Close-up of the layout:
The bar under the picture is 10 um long. Region (13, 13) to (38, 38) um. Cells in gray, sequential cells in the stronger gray; small squares are vias.
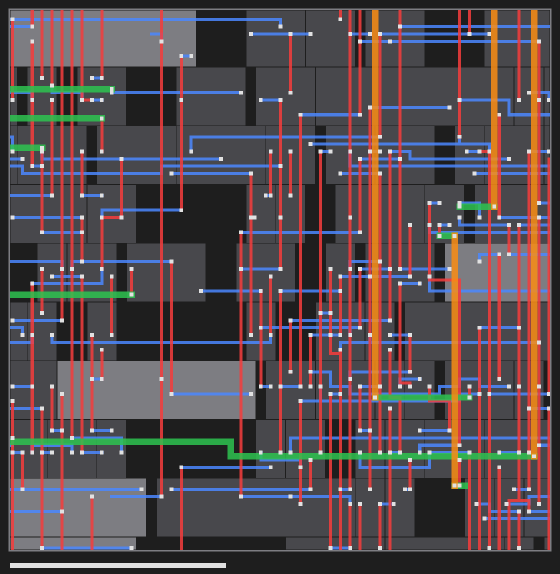
I/O nets highlighted:
The bar under the picture is 20 um long.
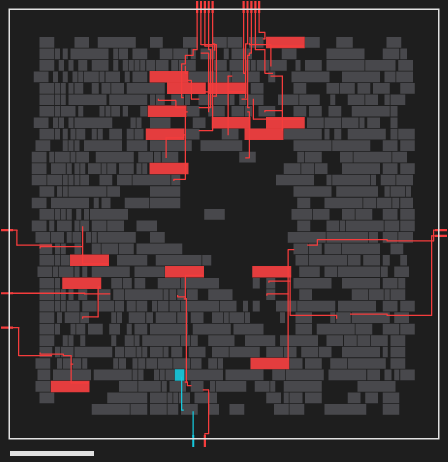
<file path="src/rtl/ram_access_arbiter_pkg.sv">
// ---------------------------------------------------------------------------
// ram_access_arbiter_pkg
//
// Purpose : Shared definitions for the RAM access arbiter that lets the CPU
//           and the video character fetcher take turns on one single-port
//           16-bit program/data RAM.
//
// Contents:
//   DEF_ADDR_W / DEF_DATA_W : default address and data widths (16/16)
//   state_t                 : access sequencer states IDLE/ISSUE/WAIT/DONE
//   owner_t                 : which requester owns the access in flight
//   RW_READ / RW_WRITE      : encoding of the cpu_rw / ram_rw direction bit
//   CNT_W, lat_preset()     : read-latency counter width and its preset value
// ---------------------------------------------------------------------------
package ram_access_arbiter_pkg;

    localparam int DEF_ADDR_W = 16;
    localparam int DEF_DATA_W = 16;

    // Sequencer states. IDLE is the only state in which requests are looked at.
    typedef enum logic [1:0] {
        IDLE  = 2'd0,
        ISSUE = 2'd1,
        WAIT  = 2'd2,
        DONE  = 2'd3
    } state_t;

    // OWN_CPU is the cleared value, so a reset leaves the owner pointing at
    // the CPU with nothing in flight.
    typedef enum logic {
        OWN_CPU = 1'b0,
        OWN_VID = 1'b1
    } owner_t;

    localparam logic RW_READ  = 1'b0;
    localparam logic RW_WRITE = 1'b1;

    // Read latency is limited to 1..3, so a 2-bit down-counter is enough.
    localparam int CNT_W = 2;

    // WAIT is entered with RD_LAT-1 and leaves when the counter reads zero,
    // which makes WAIT last exactly RD_LAT cycles.
    function automatic logic [CNT_W-1:0] lat_preset(input int rd_lat);
        return CNT_W'(rd_lat - 1);
    endfunction

endpackage

</file>
<file path="src/rtl/ram_access_arbiter_arb_pick.sv">
// ---------------------------------------------------------------------------
// arb_pick
//
// Purpose : Chooses which requester wins when the access sequencer is idle.
//           Default build: fixed priority, video wins every contest.
//           With ARB_ROUND_ROBIN_EN defined: contested grants alternate via a
//           1-bit pointer that starts at video and flips to the loser after
//           each contested grant; uncontested grants leave it alone.
//
// Ports   :
//   clock      in   system clock
//   reset_n    in   asynchronous active-low reset (clears pointer to video)
//   i_cpu_req  in   CPU request level
//   i_vid_req  in   video request level
//   i_take     in   sequencer is committing a grant this cycle
//   o_winner   out  requester to be served (meaningful when a request exists)
//
// Configuration macro: ARB_ROUND_ROBIN_EN
// ---------------------------------------------------------------------------
module arb_pick
    import ram_access_arbiter_pkg::*;
(
    input  logic   clock,
    input  logic   reset_n,
    input  logic   i_cpu_req,
    input  logic   i_vid_req,
    input  logic   i_take,
    output owner_t o_winner
);

`ifdef ARB_ROUND_ROBIN_EN

    owner_t r_ptr;
    logic   w_contest;

    assign w_contest = i_cpu_req & i_vid_req;

    // Only a contested grant moves the pointer; it then favours the loser.
    always_ff @(posedge clock or negedge reset_n) begin
        if (!reset_n) begin
            r_ptr <= OWN_VID;
        end else if (i_take && w_contest) begin
            r_ptr <= (r_ptr == OWN_VID) ? OWN_CPU : OWN_VID;
        end
    end

    always_comb begin
        o_winner = OWN_CPU;
        if (w_contest) begin
            o_winner = r_ptr;
        end else if (i_vid_req) begin
            o_winner = OWN_VID;
        end
    end

`else

    // Fixed priority needs no state; the clock, reset and take strobe are
    // only used by the alternating build.
    logic w_unused;
    assign w_unused = ^{clock, reset_n, i_take, i_cpu_req};

    assign o_winner = i_vid_req ? OWN_VID : OWN_CPU;

`endif

endmodule

</file>
<file path="src/rtl/ram_access_arbiter.sv">
// ---------------------------------------------------------------------------
// ram_access_arbiter
//
// Purpose : Shares one single-port RAM between the CPU bus and the video
//           character fetcher. Every access runs IDLE -> ISSUE -> (WAIT x
//           RD_LAT, reads only) -> DONE -> IDLE, so exactly one access is in
//           flight and there is at least one IDLE cycle between accesses.
//           ram_rw is high only in the ISSUE cycle of a CPU write.
//
// Parameters:
//   ADDR_W  address width (default 16)
//   DATA_W  data width (default 16)
//   RD_LAT  RAM read latency in cycles, 1..3
//
// Ports   :
//   clock, reset_n                 clock, asynchronous active-low reset
//   cpu_req/cpu_rw/cpu_addr/cpu_wdata  CPU request (held until cpu_ack)
//   cpu_gnt, cpu_ack, cpu_rdata        CPU grant/ack pulses, read data
//   vid_req/vid_addr                   video read request (held until vid_ack)
//   vid_gnt, vid_ack, vid_rdata        video grant/ack pulses, read data
//   ram_addr/ram_wdata/ram_rw/ram_rdata  RAM side
//
// Configuration macro: ARB_ROUND_ROBIN_EN (handled inside arb_pick)
// ---------------------------------------------------------------------------
module ram_access_arbiter
    import ram_access_arbiter_pkg::*;
#(
    parameter int ADDR_W = DEF_ADDR_W,
    parameter int DATA_W = DEF_DATA_W,
    parameter int RD_LAT = 1
) (
    input  logic              clock,
    input  logic              reset_n,

    input  logic              cpu_req,
    input  logic              cpu_rw,
    input  logic [ADDR_W-1:0] cpu_addr,
    input  logic [DATA_W-1:0] cpu_wdata,
    output logic              cpu_gnt,
    output logic              cpu_ack,
    output logic [DATA_W-1:0] cpu_rdata,

    input  logic              vid_req,
    input  logic [ADDR_W-1:0] vid_addr,
    output logic              vid_gnt,
    output logic              vid_ack,
    output logic [DATA_W-1:0] vid_rdata,

    output logic [ADDR_W-1:0] ram_addr,
    output logic [DATA_W-1:0] ram_wdata,
    output logic              ram_rw,
    input  logic [DATA_W-1:0] ram_rdata
);

    state_t             r_state;
    state_t             w_state_next;
    owner_t             r_owner;
    logic               r_rw;
    logic [ADDR_W-1:0]  r_addr;
    logic [DATA_W-1:0]  r_wdata;
    logic [CNT_W-1:0]   r_cnt;
    logic [DATA_W-1:0]  r_cpu_rdata;
    logic [DATA_W-1:0]  r_vid_rdata;

    logic               w_any_req;
    logic               w_take;
    logic               w_cnt_zero;
    owner_t             w_winner;

    assign w_any_req  = cpu_req | vid_req;
    assign w_take     = (r_state == IDLE) && w_any_req;
    assign w_cnt_zero = (r_cnt == '0);

    // -----------------------------------------------------------------------
    // Winner selection
    // -----------------------------------------------------------------------
    arb_pick u_arb_pick (
        .clock     (clock),
        .reset_n   (reset_n),
        .i_cpu_req (cpu_req),
        .i_vid_req (vid_req),
        .i_take    (w_take),
        .o_winner  (w_winner)
    );

    // -----------------------------------------------------------------------
    // Sequencer state register
    // -----------------------------------------------------------------------
    always_ff @(posedge clock or negedge reset_n) begin
        if (!reset_n) begin
            r_state <= IDLE;
        end else begin
            r_state <= w_state_next;
        end
    end

    // -----------------------------------------------------------------------
    // Next state and strobes. All strobes decode from registered state, so
    // a reset forces them low immediately and none of them depend
    // combinationally on the request inputs.
    // -----------------------------------------------------------------------
    always_comb begin
        w_state_next = r_state;
        cpu_gnt      = 1'b0;
        vid_gnt      = 1'b0;
        cpu_ack      = 1'b0;
        vid_ack      = 1'b0;
        ram_rw       = 1'b0;

        case (r_state)
            IDLE: begin
                if (w_any_req) begin
                    w_state_next = ISSUE;
                end
            end

            ISSUE: begin
                cpu_gnt = (r_owner == OWN_CPU);
                vid_gnt = (r_owner == OWN_VID);
                // Video owners always latch RW_READ; the owner term keeps the
                // write strobe physically tied to the CPU path regardless.
                ram_rw  = (r_owner == OWN_CPU) && (r_rw == RW_WRITE);
                w_state_next = (r_rw == RW_WRITE) ? DONE : WAIT;
            end

            WAIT: begin
                if (w_cnt_zero) begin
                    w_state_next = DONE;
                end
            end

            DONE: begin
                cpu_ack = (r_owner == OWN_CPU);
                vid_ack = (r_owner == OWN_VID);
                w_state_next = IDLE;
            end

            default: begin
                w_state_next = IDLE;
            end
        endcase
    end

    // -----------------------------------------------------------------------
    // Access latch, latency counter and read-data capture.
    // The request fields are copied once, at the IDLE sample, so the access
    // finishes unchanged even if the requester drops or changes its inputs
    // afterwards.
    // -----------------------------------------------------------------------
    always_ff @(posedge clock or negedge reset_n) begin
        if (!reset_n) begin
            r_owner     <= OWN_CPU;
            r_rw        <= RW_READ;
            r_addr      <= '0;
            r_wdata     <= '0;
            r_cnt       <= '0;
            r_cpu_rdata <= '0;
            r_vid_rdata <= '0;
        end else begin
            case (r_state)
                IDLE: begin
                    if (w_take) begin
                        r_owner <= w_winner;
                        if (w_winner == OWN_VID) begin
                            r_addr  <= vid_addr;
                            r_wdata <= '0;
                            r_rw    <= RW_READ;
                        end else begin
                            r_addr  <= cpu_addr;
                            r_wdata <= cpu_wdata;
                            r_rw    <= cpu_rw;
                        end
                    end
                end

                ISSUE: begin
                    r_cnt <= lat_preset(RD_LAT);
                end

                WAIT: begin
                    if (w_cnt_zero) begin
                        // Only the owner's register moves; the other keeps
                        // the last word it was handed.
                        if (r_owner == OWN_VID) begin
                            r_vid_rdata <= ram_rdata;
                        end else begin
                            r_cpu_rdata <= ram_rdata;
                        end
                    end else begin
                        r_cnt <= r_cnt - CNT_W'(1);
                    end
                end

                default: begin
                end
            endcase
        end
    end

    assign ram_addr  = r_addr;
    assign ram_wdata = r_wdata;
    assign cpu_rdata = r_cpu_rdata;
    assign vid_rdata = r_vid_rdata;

    // -----------------------------------------------------------------------
    // Protocol properties
    // -----------------------------------------------------------------------
    ap_single_gnt : assert property (@(posedge clock) disable iff (!reset_n)
        !(cpu_gnt && vid_gnt));
    ap_single_ack : assert property (@(posedge clock) disable iff (!reset_n)
        !(cpu_ack && vid_ack));
    ap_rw_in_issue : assert property (@(posedge clock) disable iff (!reset_n)
        ram_rw |-> cpu_gnt);

endmodule
</file>
<file path="config.mk">
export PLATFORM = sky130hd
export DESIGN_NAME = ram_access_arbiter
export DESIGN_NICKNAME = d
export VERILOG_FILES = /design/src/rtl/ram_access_arbiter_pkg.sv /design/src/rtl/ram_access_arbiter_arb_pick.sv /design/src/rtl/ram_access_arbiter.sv
export SDC_FILE = /design/constraint.sdc
export NUM_CORES = 1
export LEC_CHECK = 0
export ABC_AREA = 1
export CAP_MARGIN = 0
export CORE_MARGIN = 5
export CORE_UTILIZATION = 39
export CTS_CLUSTER_DIAMETER = 40
export DETAILED_ROUTE_END_ITERATION = 10
export PLACE_DENSITY = 0.8
export SYNTH_ARGS = -nofsm -noshare
export SYNTH_HDL_FRONTEND = slang
export SYNTH_HIERARCHICAL = 1
export SYNTH_SLANG_ARGS = --single-unit
</file>
<file path="constraint.sdc">
create_clock -name clock -period 1.3 [get_ports clock]
set_input_delay 0.195 -clock clock [delete_from_list [all_inputs] [get_ports clock]]
set_output_delay 0.195 -clock clock [all_outputs]
set_load 0.02 [all_outputs]
</file>
==> run summary <==
flow finished, numbers: FILL cells=583, first-pass GRT wire length=15700 um, hold_buf cts=1, die height=102 um, Register-to-Register Path Depth=8, CTS buffer count=9, Sink Count=70, Fin Hold WS=0.413 ns, number of enable flip-flop cells=0, Final setup viols=74, Overflow after GRT=0, hold path start=cpu_wdata[11], clock-pin transition on the worst setup and hold timing paths=0.07 ns, routed wire length=10500 um, routability cong.=0.833, postcts setup bufs=4, WP data required=1.11 ns, clock skew=0.00312 ns, Area growth syn-to-layout=79.0%, DR DRC count=0, Max Buffers Root-to-Sink=2, cell accounting for the most synthesized area=dfrtp_1, CP endpoint kind=primary output, VDD IR max=1.25 mV, yosys stat chip area=0.00327 mm^2, Top cells excl fill/tap=nand2_1, dfrtp_1, clkdlybuf4s50_1, Mapped Avg Cell Area=8.86 um^2, top-area cell type share of the netlist area=53.6%, Synth Seq Share=53.6%, most numerous logic cell after layout=nand2_1, Slew Limit Fails=0, outcome=complete, but fails checks, cycle use final=116%, Pleak=2.85 nW, Max-Cap Viols=0, latest clock arrival within the worst-skew pair=0.33 ns, FP Util=40.0%, DR iter-0 viols=49, largest net degree at the start of global routing=71, distinct lib cells=21, antenna diode count=0, Relative slew margins=75.3%, final net count=612, # Cells Yosys=369, CP arrival=1.31 ns, worst reg2reg startpoint=r_state[0], Synth top cell by count=nand2_1, ys flops=70, Final Hold Vio Count=0, placed insts=612, Tmin final=1.51 ns, max incr delay on CP=0.40 ns, die span in x=102 um, logic area=0.00178 mm^2, top_reg_cell synth=dfrtp_1, share of cells above drive strength 1=39.1%, Row Count=33, Syn Nets=444, R2R setup slack=-0.16 ns, cell depth of the worst hold path=3, synth warn=6, slack of the critical path=-0.209 ns, Post-Syn Instances=369, Log Warnings=32, post-synthesis async set-or-reset flop share=100%, post-DP HPWL=6220 um, failing checks=negative setup slack
Back to the opening pictures, 'close-up of the layout':
Key: orange = met4; red = met2; green = met3; blue = met1
Sequential cells in the window: 4. Most frequent: nand2_1 (14), nand2_2 (8), buf_4 (8). Netlist names of flops here include `ram_addr` (2). 64 logic cells have their middle in the window.

Back to the opening pictures, 'I/O nets highlighted':
Key: cyan = `cpu_gnt` [bits 1, direction output, end cells 1, buffers 1, wire 14.2 um]; red = `ram_wdata` [bits 16, direction output, end cells 16, buffers 16, wire 648 um]
I/O Buffers: 137
Ports: 138

metrics by stage:
stage          setup TNS (ns)  util (%)  area (um^2)
2_1_floorplan               0         -         3270
3_3_place_gp            -9.55      59.1         4830
3_5_place_dp           -14.79      59.1         4830
4_1_cts                -11.29      66.1         5410
5_1_grt                -11.20      71.5         5850
6_report                -7.36      71.5         5850
where the power goes:
| part | leakage, nW | switching [mW] | total, mW | internal (mW) |
|---|---|---|---|---|
| clock | 0.110 | 0.778 | 1.91 | 1.13 |
| sequential | 0.878 | 1.03 | 4.23 | 3.20 |
| combinational | 1.86 | 4.46 | 8.24 | 3.78 |
metal layers:
metal	track usage [%]	wire length (um)	vias up
li1	-	-	1488
met1	22.2	3880	1511
met2	33.4	5630	123
met3	6.54	845	16
met4	6.95	186	0
met5	0	0	-
registers in the layout (all words and copies together), names as in the netlist:
register	flops
cpu_rdata	16
r_cnt	2
r_owner	1
r_rw	1
r_state	2
ram_addr	16
ram_wdata	16
vid_rdata	16
kinds of logic after synthesis:
| logic type | count (synthesis) | share of synthesized area, % |
|---|---|---|
| DFF | 70 | 53.6 |
| AOI/OAI and AO/OA | 54 | 12.0 |
| buffers and inverters | 51 | 8.54 |
| adders and majority gates | 6 | 2.30 |
| and+or+nand+nor | 188 | 23.5 |
area by class of cell:
type / count / share of cell area (%)
Clock buffer: 12 / 2.48
Clock inverter: 4 / 1.20
Inverter: 32 / 2.52
Multi-Input combinational cell: 249 / 30.4
Sequential cell: 70 / 30.0
Tap cell: 105 / 2.25
Timing Repair Buffer: 173 / 30.8
Timing Repair inverter: 2 / 0.299
critical path, delay by kind of cell (launching register included):
kind	cells	cell delay, ns
buffers and inverters	3	0.37
AND/OR/NAND/NOR	1	0.04
adder cells (fa/ha/maj)	1	0.17
flip-flops	1	0.40
Power and IR drop assume default switching activity.
